==> images/placement_by_type.png <==
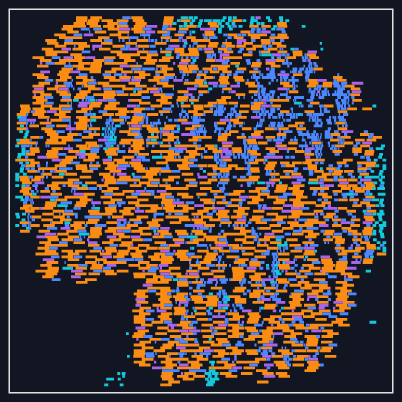
==> images/clk_routes.png <==
Bar = 100 um.
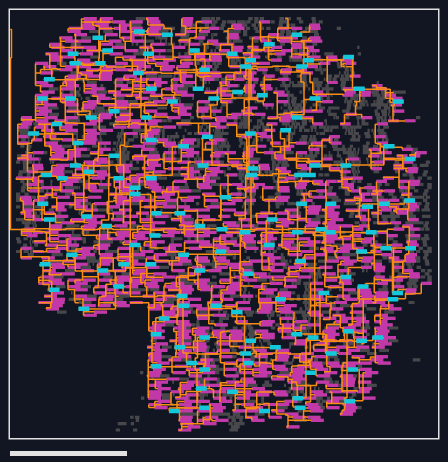
==> images/metal_density.png <==
The die is cut into 37 by 37 equal tiles; dark blue is low, red is high, scaled to the fullest tile. Values are wire area over tile area, all layers added.
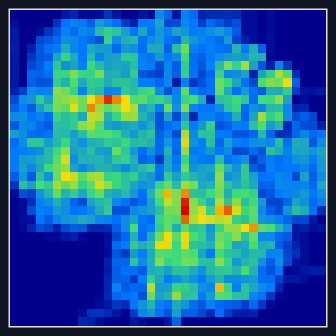
==> images/clocks.png <==
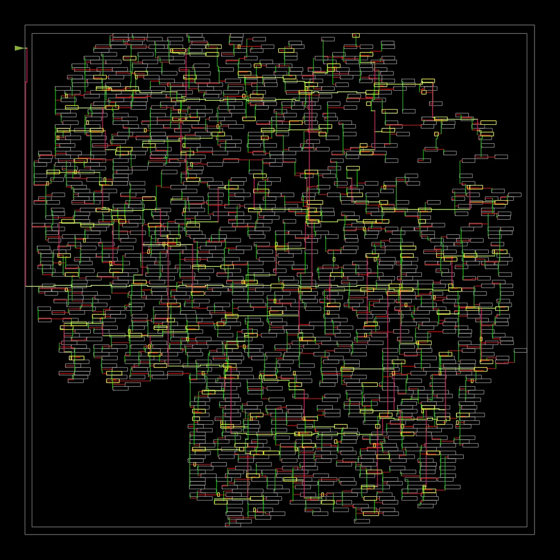
==> config.mk <==
export PLATFORM = sky130hd
export DESIGN_NAME = conv_window_gen
export DESIGN_NICKNAME = d
export VERILOG_FILES = /design/src/rtl/conv_pkg.sv /design/src/rtl/conv_line_buffer.sv /design/src/rtl/conv_window_gen.sv
export SDC_FILE = /design/constraint.sdc
export NUM_CORES = 2
export LEC_CHECK = 0
export ABC_CLOCK_PERIOD_IN_PS = 35100
export CAP_MARGIN = 30
export CORE_MARGIN = 5
export CORE_UTILIZATION = 40
export CTS_CLUSTER_DIAMETER = 200
export DETAILED_ROUTE_END_ITERATION = 16
export PLACE_DENSITY = 0.55
export SLEW_MARGIN = 20
export SYNTH_ARGS = -nofsm -noshare
export SYNTH_HDL_FRONTEND = slang
export SYNTH_SLANG_ARGS = --single-unit
==> constraint.sdc <==
create_clock -name clk -period 35.1 [get_ports clk]
set_input_delay 7.02 -clock clk [delete_from_list [all_inputs] [get_ports clk]]
set_output_delay 7.02 -clock clk [all_outputs]
set_load 0.01 [all_outputs]
==> src/rtl/conv_pkg.sv <==
// rtl/conv_pkg.sv - shared helpers for the KxK window generator
package conv_pkg;

   // Bits needed to index v entries (never less than 1)
   function automatic int clog2(input int v);
      int r;
      r = 1;
      for (int i = 1; i < 32; i++) begin
         if ((1 << i) < v) r = i + 1;
      end
      return r;
   endfunction

   // Bit offset of tap (r,c) of channel ch inside the packed window bus
   function automatic int tap_off(input int ch, input int r, input int c,
                                  input int k, input int n);
      return ((ch * k * k) + (r * k) + c) * n;
   endfunction

   // Bit offset of channel ch inside a packed pixel bus
   function automatic int ch_off(input int ch, input int n);
      return ch * n;
   endfunction

   // Kernel sizes the compute element understands
   function automatic bit kernel_ok(input int k);
      return (k == 1) || (k == 3) || (k == 5) || (k == 7);
   endfunction

endpackage

==> src/rtl/conv_line_buffer.sv <==
// rtl/conv_line_buffer.sv - one image row of delay for all channels
module conv_line_buffer
   import conv_pkg::*;
#(
   parameter int DEPTH = 28,
   parameter int WIDTH = 16
)
(
   input  logic             clk,
   input  logic             rst,
   input  logic             i_en,
   input  logic [WIDTH-1:0] i_din,
   output logic [WIDTH-1:0] o_dout
);

   localparam int AW = clog2(DEPTH);

   logic [WIDTH-1:0] r_mem [DEPTH];
   logic [AW-1:0]    r_ptr;

   // The slot about to be overwritten holds the pixel from exactly one row ago
   assign o_dout = r_mem[r_ptr];

   // Storage is left unreset; row qualification upstream hides stale data
   always_ff @(posedge clk) begin
      if (i_en) r_mem[r_ptr] <= i_din;
   end

   // Circular pointer advances once per accepted pixel
   always_ff @(posedge clk or posedge rst) begin
      if (rst)       r_ptr <= '0;
      else if (i_en) r_ptr <= (r_ptr == AW'(DEPTH - 1)) ? '0 : r_ptr + 1'b1;
   end

endmodule

==> src/rtl/conv_window_gen.sv <==
// rtl/conv_window_gen.sv - streaming KxK window generator; CONV_WIN_STRIDE2_EN selects stride 2
module conv_window_gen
   import conv_pkg::*;
#(
   parameter int CL_IN  = 2,
   parameter int KERNEL = 3,
   parameter int N      = 8,
   parameter int IMG_W  = 28,
   parameter int IMG_H  = 28
)
(
   input  logic                             clk,
   input  logic                             rst,
   input  logic [CL_IN*N-1:0]               pix_in,
   input  logic                             pix_valid,
   input  logic                             sof,
   output logic [CL_IN*KERNEL*KERNEL*N-1:0] data2conv,
   output logic                             en_out,
   output logic                             frame_done
);

   localparam int PW = CL_IN * N;
   localparam int WW = CL_IN * KERNEL * KERNEL * N;
   localparam int CW = clog2(IMG_W);
   localparam int RW = clog2(IMG_H);

   generate
      if (!kernel_ok(KERNEL)) begin : g_bad_kernel
         $error("conv_window_gen: KERNEL must be 1, 3, 5 or 7");
      end
   endgenerate

   logic [CW-1:0] r_col;
   logic [RW-1:0] r_row;
   logic [CW-1:0] w_col;
   logic [RW-1:0] w_row;
   logic [PW-1:0] w_chain [KERNEL];
   logic [WW-1:0] r_win;
   logic [WW-1:0] w_win_next;
   logic          w_stride_ok;
   logic          w_hit;
   logic          w_last;

   // w_chain[j] is the pixel j rows above the incoming one
   assign w_chain[0] = pix_in;
   generate
      for (genvar j = 0; j < KERNEL - 1; j++) begin : g_lb
         conv_line_buffer #(.DEPTH(IMG_W), .WIDTH(PW)) u_lb (
            .clk    (clk),
            .rst    (rst),
            .i_en   (pix_valid),
            .i_din  (w_chain[j]),
            .o_dout (w_chain[j+1])
         );
      end
   endgenerate

   // sof relabels the pixel being accepted as (0,0)
   assign w_col = sof ? '0 : r_col;
   assign w_row = sof ? '0 : r_row;

`ifdef CONV_WIN_STRIDE2_EN
   logic [CW-1:0] w_col_off;
   logic [RW-1:0] w_row_off;
   assign w_col_off   = w_col - CW'(KERNEL - 1);
   assign w_row_off   = w_row - RW'(KERNEL - 1);
   assign w_stride_ok = ~w_col_off[0] & ~w_row_off[0];
`else
   assign w_stride_ok = 1'b1;
`endif

   // A window is complete once K rows and K columns of this frame are in
   assign w_hit  = pix_valid & (w_row >= RW'(KERNEL - 1)) & (w_col >= CW'(KERNEL - 1)) & w_stride_ok;
   assign w_last = pix_valid & (w_row == RW'(IMG_H - 1)) & (w_col == CW'(IMG_W - 1));

   // Shift every row of the window left by one column and append the new column
   always_comb begin
      w_win_next = r_win;
      for (int ch = 0; ch < CL_IN; ch++) begin
         for (int r = 0; r < KERNEL; r++) begin
            for (int c = 0; c < KERNEL; c++) begin
               if (c == KERNEL - 1)
                  w_win_next[tap_off(ch, r, c, KERNEL, N) +: N] = w_chain[KERNEL-1-r][ch_off(ch, N) +: N];
               else
                  w_win_next[tap_off(ch, r, c, KERNEL, N) +: N] = r_win[tap_off(ch, r, c + 1, KERNEL, N) +: N];
            end
         end
      end
   end

   // Raster position of the next pixel to be accepted
   always_ff @(posedge clk or posedge rst) begin
      if (rst) begin
         r_col <= '0;
         r_row <= '0;
      end else if (pix_valid) begin
         if (w_col == CW'(IMG_W - 1)) begin
            r_col <= '0;
            r_row <= (w_row == RW'(IMG_H - 1)) ? '0 : w_row + 1'b1;
         end else begin
            r_col <= w_col + 1'b1;
            r_row <= w_row;
         end
      end
   end

   // Window shift register and registered outputs; data2conv holds between strobes
   always_ff @(posedge clk or posedge rst) begin
      if (rst) begin
         r_win      <= '0;
         data2conv  <= '0;
         en_out     <= 1'b0;
         frame_done <= 1'b0;
      end else begin
         en_out     <= w_hit;
         frame_done <= w_last;
         if (pix_valid) r_win     <= w_win_next;
         if (w_hit)     data2conv <= w_win_next;
      end
   end

endmodule

==> flow_results.org <==
#+TITLE: Implementation results

** Setup path
- Per the STA report, the cell with the highest stage delay on the worst path is buf_4.
- The startpoint identified for the worst register-to-register timing path is g_lb[0].u_lb.r_ptr[1]$_DFFE_PP0P_.
- On the worst path, the slowest cell contributes a delay of 0.71 ns.
- Cells traversed along the worst timing path :: clkdlybuf4s50_1 > inv_8 > buf_4 > buf_16 > buf_4 > buf_4
- Worst setup path class :: in2async
- Per the timing report, the most critical flop-to-flop path finishes at g_lb[1].u_lb.r_mem[25][11]$_DFFE_PP_.
- Capturing element type of the critical path :: asynchronous set/reset pin
- Per the timing report, the biggest fanout along the worst path comes to 99.
- Arrival time reported for the critical path endpoint :: 10.35 ns
- Kind of cell adding the most delay to the critical path :: buffers and inverters
- Counting cells, the worst reg-to-reg path comes to 7.
- STA classifies the critical path startpoint as a primary input.
- Worst setup slack for register-to-register paths :: 30.28 ns
- Counting stages on the worst path, the most repeated cell is buf_4.

** Synth
- In this run the biggest area consumer among cell types represents 53.3% of the synthesized area.
- Summing every instance area after synthesis gives 50,400 um^2.
- Total of warnings raised by yosys :: 0
- Sorting the synthesis cell report by count puts at the top edfxtp_1.
- For reference, the top cells by area after synthesis are edfxtp_1 (53%), dfrtp_1 (18%), mux4_2 (8.1%).
- Prevailing post-synth register cell :: edfxtp_1
- Share of synthesized area occupied by flip-flops and latches :: 71.7%
- Count of instantiated cells in the yosys netlist :: 2,990
- The synthesized design contains 896 enable-type register cells.
- Post-synthesis, Yosys gives the total cell area as 50,400 um^2.
- In the synthesized netlist the async set-or-reset flop fraction comes to 29.2%.
- Syn Nets :: 3,022
- Yosys reports that the most numerous cell types are edfxtp_1 (896), dfrtp_1 (370), mux4_2 (181).
- Synthesis inferred 1,266 register bits.

** Clocking
- The H-tree was split into 4 levels.
- The number of setup buffers added after CTS is 0.
- Inserted Clock Buffers :: 137
- CTS reports a maximum clock tree buffer depth of 3.
- CTS resizes :: 0
- CTS placed an instance of clkbuf_16 at the clock tree root.

** Finish
- Once layout is complete, the cells apart from fillers number 4,987.
- Number of nets at the end of the flow :: 3,263
- After filler insertion, the fill cell instance count of the layout stands at 10,500.
- The number of antenna diodes in the final layout is 0.
- Summing all flip-flop and latch instances after layout gives 36,200 um^2.
- Area occupied by multi-input gates :: 13,400 um^2
- The area growth from synthesis to layout is 17.2%.
- Layout cells sized above 1 :: 17.0%

** Routing
- Via density per instance :: 5.57
- Drc violations :: 0
- The routed layout has 27,800 vias.
- Number of nets still failing antenna checks after routing :: 0
- The pre-antenna-repair detailed-routing pass consisted of 5 iterations.
- The detailed router reported a total wirelength of 127,000 um.
- The script logs the mean routed wire length per placed instance as 25.4 um.
- Starting DRT DRC Count :: 2,526

** GRT
- Global-route track usage on met1 :: 25.9%
- The first global-routing pass estimated 189,000 um of wire.
- met2 track demand over resource after global routing is 30.7%.
- Routing resource usage on met3 recorded by global route was 4.69%.
- Entering global routing, the biggest net connects 178 pins.
- The via count of the first global-routing pass is 28,500.
- Gr busiest metal :: met2
- In the global route stage, overall resource usage came out at 19.1%.
- For this run the aggregate overflow at the end of global routing stands at 0.

** Pwr
- Power Total :: 5.26 mW
- Highest ir drop seen on vdd :: 66.8 uV
- Dividing total power by cell area gives a power density of 89.0 nW/um^2.
- Summed over all cells, the static leakage comes to 20.8 nW.

** Placement
- Cell area after placement :: 54,100 um^2
- Placer's final routability congestion estimate :: 0.792
- Prior to clock tree synthesis, the placed netlist has a worst setup slack of 24.37 ns.
- For this run the detailed placement stage logged an HPWL of 77,800 um.
- The number of placed instances, taps included, is 4,715.
- In this run the tool buffered the top-level ports with 165 buffer cells.

** STA
- Final worst-path setup slack :: 25.54 ns
- The final report lists the setup-violating endpoint count as 0.
- The slew check shows that the tightest pin keeps a relative margin of 28.8%.
- Pin slew with the least headroom to its limit :: 1.05 ns
- Adding up every negative setup slack in the final design gives 0 ns.
- Highest clock frequency the design can meet :: 0.105 GHz
- Counting I/O delays and the setup requirement, the final critical path takes 9.56 ns.
- Hold Slack :: 0.470 ns
- Period utilization :: 27.2%
- Setup repair after global routing left no endpoint under its margin.

** Die
- Measured along the x axis, the die boundary spans 365 um.
- Per the OpenROAD floorplan log, the height of the die is 365 um.
- In the floorplan report the effective utilization is 40.2%.

** Job
- Number of warnings the tools reported :: 39
- The tool flagged a number of max-cap violations equal to 0.

** Worst hold path
- For the worst min-delay path, the startpoint reported by OpenROAD is g_lb[0].u_lb.r_ptr[31]$_DFFE_PP0P_.
- Worst hold path cell count :: 1
- Endpoint, Worst Hold :: g_lb[0].u_lb.r_ptr[31]$_DFFE_PP0P_
- Classification of the worst-slack hold path :: reg2reg

** Outcome
- The flow ran to the end, and the final reports show no timing, DRC or antenna violations.
Notes on placement_by_type.png above:
| class | color | cells | share of their area |
|---|---|---|---|
| other buffers and delay cells | cyan | 256 | 4.7% |
| flops | orange | 1,266 | 63% |
| clock drivers and dummy loads | purple | 245 | 7.9% |
| combinational and other logic | blue | 1,570 | 24% |
area of the core: 125,000 um^2
row cnt: 130
summed area of non-filler cells in the final layout: 59,100 um^2
utilization after layout: 47.1%
register fraction of the total cell area: 61.2%

Notes on clk_routes.png above:
[flip-flops] magenta | count: 1,266
[clock wires] orange | length: 15,000 um
[clock drivers] cyan | count: 137
routed clock nets: 138
flops lie: all over the die
power attributed to the clock group: 1.45 mW
share of power burned in the clock network: 27.5%
final clock skew: 0.0276 ns

Notes on metal_density.png above:
fullest tile: 0.58
emptiest ninth of the die: south-west
tiles over half the peak: 12%
nearly empty tiles: 19%

Notes on clocks.png above:
clock buf count: 196
# clock sinks: 1,266
clock insertion delay at the later pin of the skew report: 0.76 ns
flop count: 1,266

-- kinds of logic after synthesis --
kind of cell	after synthesis	synth area share [%]
flip-flops	1266	71.7
AND/OR/NAND/NOR	610	6.32
multiplexers	470	14.3
AND-OR/OR-AND	357	4.60
buffers and inverters	216	1.81
XOR/XNOR	59	1.02
adder cells (fa/ha/maj)	12	0.298
-- layer usage --
layer | wire length [um] | vias up
li1 | - | 12100
met1 | 53100 | 14600
met2 | 60700 | 895
met3 | 9390 | 177
met4 | 3600 | 0
met5 | 0 | -
-- cells in the final DEF, fill, tap and decap left out, drive strengths merged, types with 24 or more instances in the layout --
| master | instances |
|---|---|
| clkbuf | 197 |
| nand4 | 24 |
| nor3 | 46 |
| edfxtp | 896 |
| mux2i | 109 |
| a22oi | 35 |
| a31oi | 31 |
| clkinv | 31 |
| nand3 | 68 |
| a21oi | 91 |
| buf | 92 |
| mux4 | 181 |
| and2 | 42 |
| o22ai | 42 |
| clkdlybuf4s50 | 163 |
| nand2 | 122 |
| nor2 | 170 |
| mux2 | 180 |
| o21ai | 64 |
| xnor2 | 40 |
| inv | 64 |
| dfrtp | 370 |
| and3 | 29 |
| nor4 | 39 |
-- worst max-delay path by stage --
| stage | slack, ns | cells after the start | to | start |
|---|---|---|---|---|
| 2_1_floorplan | 17.81 | 1 | data2conv[0]$_DFFE_PP0P_ | rst |
| 6_report | 25.54 | 6 | data2conv[42]$_DFFE_PP0P_ | rst |
| 3_3_place_gp | 24.49 | 5 | data2conv[77]$_DFFE_PP0P_ | rst |
| 4_1_cts | 25.18 | 5 | data2conv[77]$_DFFE_PP0P_ | rst |
| 3_5_place_dp | 24.37 | 5 | data2conv[41]$_DFFE_PP0P_ | rst |
| 5_1_grt | 25.05 | 6 | data2conv[47]$_DFFE_PP0P_ | rst |
-- report_power, final --
part           leakage, nW  total [mW]  internal [mW]  switching (mW)
clock network         2.20        1.45          0.878           0.571
registers             12.6        2.18           2.02           0.159
logic                 6.04        1.64          0.635            1.00
-- area by class of cell --
type                    count  area share [%]
flip-flops and latches   1266            61.2
multi-input cells        1508            22.7
well taps                1650            3.49
repair buffers            256            4.57
inverters                  62           0.406
clock buffers             196            6.56
clock inverters            49            1.12
-- sequential cells by signal, summed over array words and instances (netlist names) --
register         count
r_row               32
data2conv          144
frame_done           1
g_lb.u_lb.r_ptr     64
g_lb.u_lb.r_mem    896
en_out               1
r_win               96
r_col               32
Power and IR drop assume default switching activity.
